==> src/rtl/modulo_arbitro_buffer_rolhas.sv <==
// Secondary cork buffer sequencer: arbitrates operator refills against lot transfers
// into the principal buffer, moving one cork per enabled clock.
module modulo_arbitro_buffer_rolhas #(
    parameter int unsigned SEC_W   = 7,
    parameter int unsigned PRI_W   = 5,
    parameter int unsigned SEC_MAX = 99,
    parameter int unsigned PRI_MAX = 31,
    parameter int unsigned LOTE    = 20
) (
    input  logic             clk_i,
    input  logic             clr_i,
    input  logic             enable_i,
    input  logic             vedacao_i,
    input  logic             req_op_i,
    input  logic [SEC_W-1:0] op_qtd_i,
    input  logic             req_tr_i,
    input  logic [PRI_W-1:0] pri_count_i,
    output logic [SEC_W-1:0] sec_count_o,
    output logic             pri_inc_o,
    output logic             busy_o,
    output logic             ack_op_o,
    output logic             nack_op_o,
    output logic             ack_tr_o,
    output logic [1:0]       estado_o
);

    typedef enum logic [1:0] {
        IDLE      = 2'b00,
        CARREGA   = 2'b01,
        TRANSFERE = 2'b10,
        CONCLUI   = 2'b11
    } estado_t;

    localparam logic [SEC_W-1:0] UM       = SEC_W'(1);
    localparam logic [SEC_W:0]   SEC_MAXX = (SEC_W+1)'(SEC_MAX);

    estado_t          estado_q, estado_d;
    logic [SEC_W-1:0] sec_q, sec_d;
    logic [SEC_W-1:0] rest_q, rest_d;
    logic [SEC_W-1:0] qtd_q, qtd_d;
    logic             pend_q, pend_d;
    logic             last_tr_q, last_tr_d;
    logic             pri_inc_q, pri_inc_d;
    logic             ack_op_q, ack_op_d;
    logic             ack_tr_q, ack_tr_d;
    logic             nack_q, nack_d;

    logic [SEC_W:0]   soma_op;
    logic             op_ok, cand_op, cand_tr;

    // Load fits only if the sum stays within capacity, computed one bit wider so it cannot wrap.
    assign soma_op = {1'b0, sec_q} + {1'b0, qtd_q};
    assign op_ok   = (qtd_q != '0) && (soma_op <= SEC_MAXX);
    assign cand_op = pend_q;
    assign cand_tr = req_tr_i && !vedacao_i && (32'(sec_q) >= LOTE)
                     && ((32'(pri_count_i) + LOTE) <= PRI_MAX);

    always_ff @(posedge clk_i or negedge clr_i) begin
        if (!clr_i) begin
            estado_q  <= IDLE;
            sec_q     <= '0;
            rest_q    <= '0;
            qtd_q     <= '0;
            pend_q    <= 1'b0;
            last_tr_q <= 1'b1;
            pri_inc_q <= 1'b0;
            ack_op_q  <= 1'b0;
            ack_tr_q  <= 1'b0;
            nack_q    <= 1'b0;
        end else begin
            estado_q  <= estado_d;
            sec_q     <= sec_d;
            rest_q    <= rest_d;
            qtd_q     <= qtd_d;
            pend_q    <= pend_d;
            last_tr_q <= last_tr_d;
            pri_inc_q <= pri_inc_d;
            ack_op_q  <= ack_op_d;
            ack_tr_q  <= ack_tr_d;
            nack_q    <= nack_d;
        end
    end

    always_comb begin
        estado_d  = estado_q;
        sec_d     = sec_q;
        rest_d    = rest_q;
        qtd_d     = qtd_q;
        pend_d    = pend_q;
        last_tr_d = last_tr_q;
        pri_inc_d = 1'b0;
        ack_op_d  = 1'b0;
        ack_tr_d  = 1'b0;
        nack_d    = 1'b0;

        if (enable_i) begin
            unique case (estado_q)
                IDLE: begin
                    // On a tie the requester that was not granted last goes first.
                    if (cand_op && (!cand_tr || last_tr_q)) begin
                        pend_d = 1'b0;
                        if (op_ok) begin
                            rest_d    = qtd_q;
                            last_tr_d = 1'b0;
                            estado_d  = CARREGA;
                        end else begin
                            nack_d = 1'b1;
                        end
                    end else if (cand_tr) begin
                        rest_d    = SEC_W'(LOTE);
                        last_tr_d = 1'b1;
                        estado_d  = TRANSFERE;
                    end
                end
                CARREGA: begin
                    sec_d  = sec_q + UM;
                    rest_d = rest_q - UM;
                    if (rest_q == UM) begin
                        estado_d = CONCLUI;
                        ack_op_d = 1'b1;
                    end
                end
                TRANSFERE: begin
                    if (!vedacao_i) begin
                        sec_d     = sec_q - UM;
                        rest_d    = rest_q - UM;
                        pri_inc_d = 1'b1;
                        if (rest_q == UM) begin
                            estado_d = CONCLUI;
                            ack_tr_d = 1'b1;
                        end
                    end
                end
                CONCLUI: estado_d = IDLE;
                default: estado_d = IDLE;
            endcase
        end

        // The request latch runs even while frozen so a panel press is never silently lost.
        if (req_op_i) begin
            if (pend_q) begin
                nack_d = 1'b1;
            end else begin
                pend_d = 1'b1;
                qtd_d  = op_qtd_i;
            end
        end
    end

    assign sec_count_o = sec_q;
    assign pri_inc_o   = pri_inc_q;
    assign busy_o      = (estado_q != IDLE);
    assign ack_op_o    = ack_op_q;
    assign ack_tr_o    = ack_tr_q;
    assign nack_op_o   = nack_q;
    assign estado_o    = estado_q;

endmodule

==> config.mk <==
export PLATFORM = sky130hd
export DESIGN_NAME = modulo_arbitro_buffer_rolhas
export DESIGN_NICKNAME = d
export VERILOG_FILES = /design/src/rtl/modulo_arbitro_buffer_rolhas.sv
export SDC_FILE = /design/constraint.sdc
export NUM_CORES = 1
export LEC_CHECK = 0
export CORE_MARGIN = 5
export CORE_UTILIZATION = 54
export DETAILED_ROUTE_END_ITERATION = 8
export PLACE_DENSITY = 0.81
export SETUP_SLACK_MARGIN = 0.05
export SKIP_LAST_GASP = 1
export SYNTH_ARGS = -nofsm -noshare
export SYNTH_HDL_FRONTEND = slang
export SYNTH_SLANG_ARGS = --single-unit
==> constraint.sdc <==
create_clock -name clk_i -period 3.3 [get_ports clk_i]
set_input_delay 0.495 -clock clk_i [delete_from_list [all_inputs] [get_ports clk_i]]
set_output_delay 0.495 -clock clk_i [all_outputs]
set_load 0.1 [all_outputs]
==> metrics.yaml <==
layout:
  seq_area_share_pct: 30.1
  fin_nets: 286
  clkbuf_count: 6
  clkCellAreaFrac_pct: 3.42
  num-multi-input-gates: 164
  seq_cells: 29
  logic_area_um2: 1210
  layout_top_cells: "dfrtp_1, clkdlybuf4s50_1, ha_1"
  fillCellCount: 311
  buffer_area_share_pct: 11.4
  postLayoutCoreUtil_pct: 66.5
  area_dominant_class: "multi-input combinational cells"
  comb_area_share_pct: 50.0
  num_antenna_cells: 0
clock_tree:
  cts_setup_buffers: 0
  clock-sinks: 29
  ctsHoldBuffers: 0
  ctsResizeCount: 0
  root_buffer: "clkbuf_8"
  tritoncts: "done"
grt:
  grt_pass1_wl_mm: 7.81
  grt_antenna_before_repair: 0
  grt_use_met1_pct: 26.2
  grt_max_degree: 30
  grt.busiest_layer: "met2"
yosys:
  yosysChipArea_um2: 2020
  yosysCellCount: 214
  ys_ff: 29
  ys_sh_xor_pct: 4.77
  ff_type: "dfrtp_1"
  seq_area_frac_synth_pct: 36.0
  synthArstFlopShare_pct: 100
  syn_inst: 214
  syn_area_um2: 2020
sta:
  relSlewSlack_pct: 35.2
  rsz0062_at_grt: "false"
  max_freq_mhz: 349
  period_needed_ns: 2.87
  tns_ns: 0
  skew_ns: 0.00454
routing:
  ant_nets: 0
  top_layer: "met4"
  drc: 0
  dr.pass1.iters: 4
  wl_met1_mm: 2.12
setup_path:
  required_ns: 3.50
  startpoint_type: "flop"
  cp.arrival_ns: 3.07
  crit_top_cell: "o21ai_1"
  cp.depth: 11
  rr_worst_depth: 11
  startpoint: "sec_count_o[0]$_DFFE_PN0P_"
  slowest_stage: "or3_2"
  cp_max_fo: 13
  r2r_end: "rest_q[0]$_DFFE_PN0P_"
  worstPathCellList: "ha_1, inv_1, fa_1, nand2b_1, a21oi_1, o21ai_1, nand4b_2, a21oi_2, o21ai_2, or3_2, o21ai_1"
placed_design:
  port-buffer-count: 29
  gp_congestion: 0.866
  hpwl_mm: 3.27
die:
  tap_cells: 48
  die-area_um2: 5070
  die_h_um: 71.2
  initial_core_util_pct: 55.6
  num_rows: 22
min_path:
  holdPathStages: 2
  worstHoldPathType: "flop to flop"
run:
  warning_count: 35
  maxCapViolCount: 0
run_status:
  outcome: "finished, final reports clean"
[metrics by stage]
| step | std cells | instance area (um2) | setup WS, ns |
|---|---|---|---|
| global placement | 288 | 2330 | 0.489 |
| CTS | 296 | 2420 | 0.458 |
| global route | 296 | 2420 | 0.233 |
| floorplan | 214 | 2020 | 0.173 |
| detailed placement | 288 | 2330 | 0.495 |
| finish | 296 | 2420 | 0.431 |
[synth_stat cells (4+ instances only)]
| cell | n | area, um2 |
|---|---|---|
| o21bai_1 | 4 | 30.0 |
| nor2_1 | 11 | 41.3 |
| nor3_1 | 4 | 20.0 |
| nand3_1 | 4 | 20.0 |
| o21ai_0 | 14 | 70.1 |
| inv_1 | 17 | 63.8 |
| nand2_1 | 18 | 67.6 |
| a21oi_1 | 14 | 70.1 |
| ha_1 | 19 | 238 |
| xor2_1 | 4 | 35.0 |
| dfrtp_1 | 28 | 701 |
| xnor2_1 | 7 | 61.3 |
| o22a_1 | 5 | 43.8 |
| mux2_2 | 7 | 78.8 |
| a31oi_1 | 5 | 31.3 |
[registers in the layout, indices dropped and copies added (netlist names)]
| signal | count |
|---|---|
| ack_op_o | 1 |
| ack_tr_o | 1 |
| cand_op | 1 |
| estado_o | 2 |
| last_tr_q | 1 |
| nack_op_o | 1 |
| pri_inc_o | 1 |
| qtd_q | 7 |
| rest_q | 7 |
| sec_count_o | 7 |
Figure 1. Layout detail.
Region (38, 3) to (68, 33) um. Cells in grey, sequential cells in the stronger grey; small squares are vias.
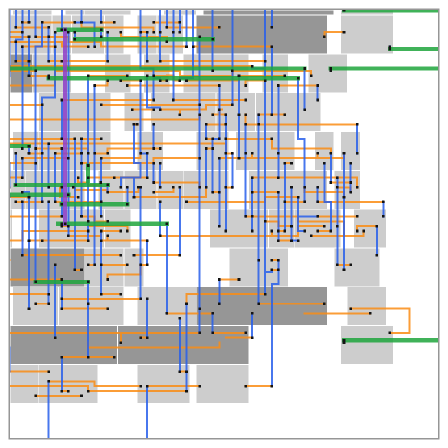
- M4: purple
- M2: blue
- M3: green
- M1: orange
- sequential cells in the window: 5
- netlist names of flops here include: qtd_q (4), nack_op_o (1)
- cells with their middle in the window: 58

Figure 2. Cell sizes after repair.
The bar under the picture is 20 um long.
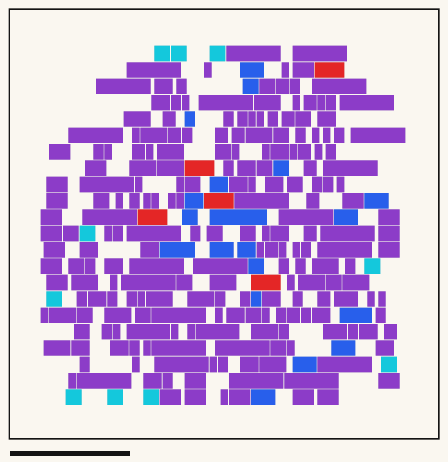
- x3 and x4: cyan (cells 10)
- x1 and smaller: purple (cells 214)
- x6 and larger: red (cells 5)
- x2: blue (cells 19)
finished layout cell area: 2420 um2
final worst slack: 0.431 ns
Plain + repair buffers: 30
Syn-to-layout area delta: 19.6%

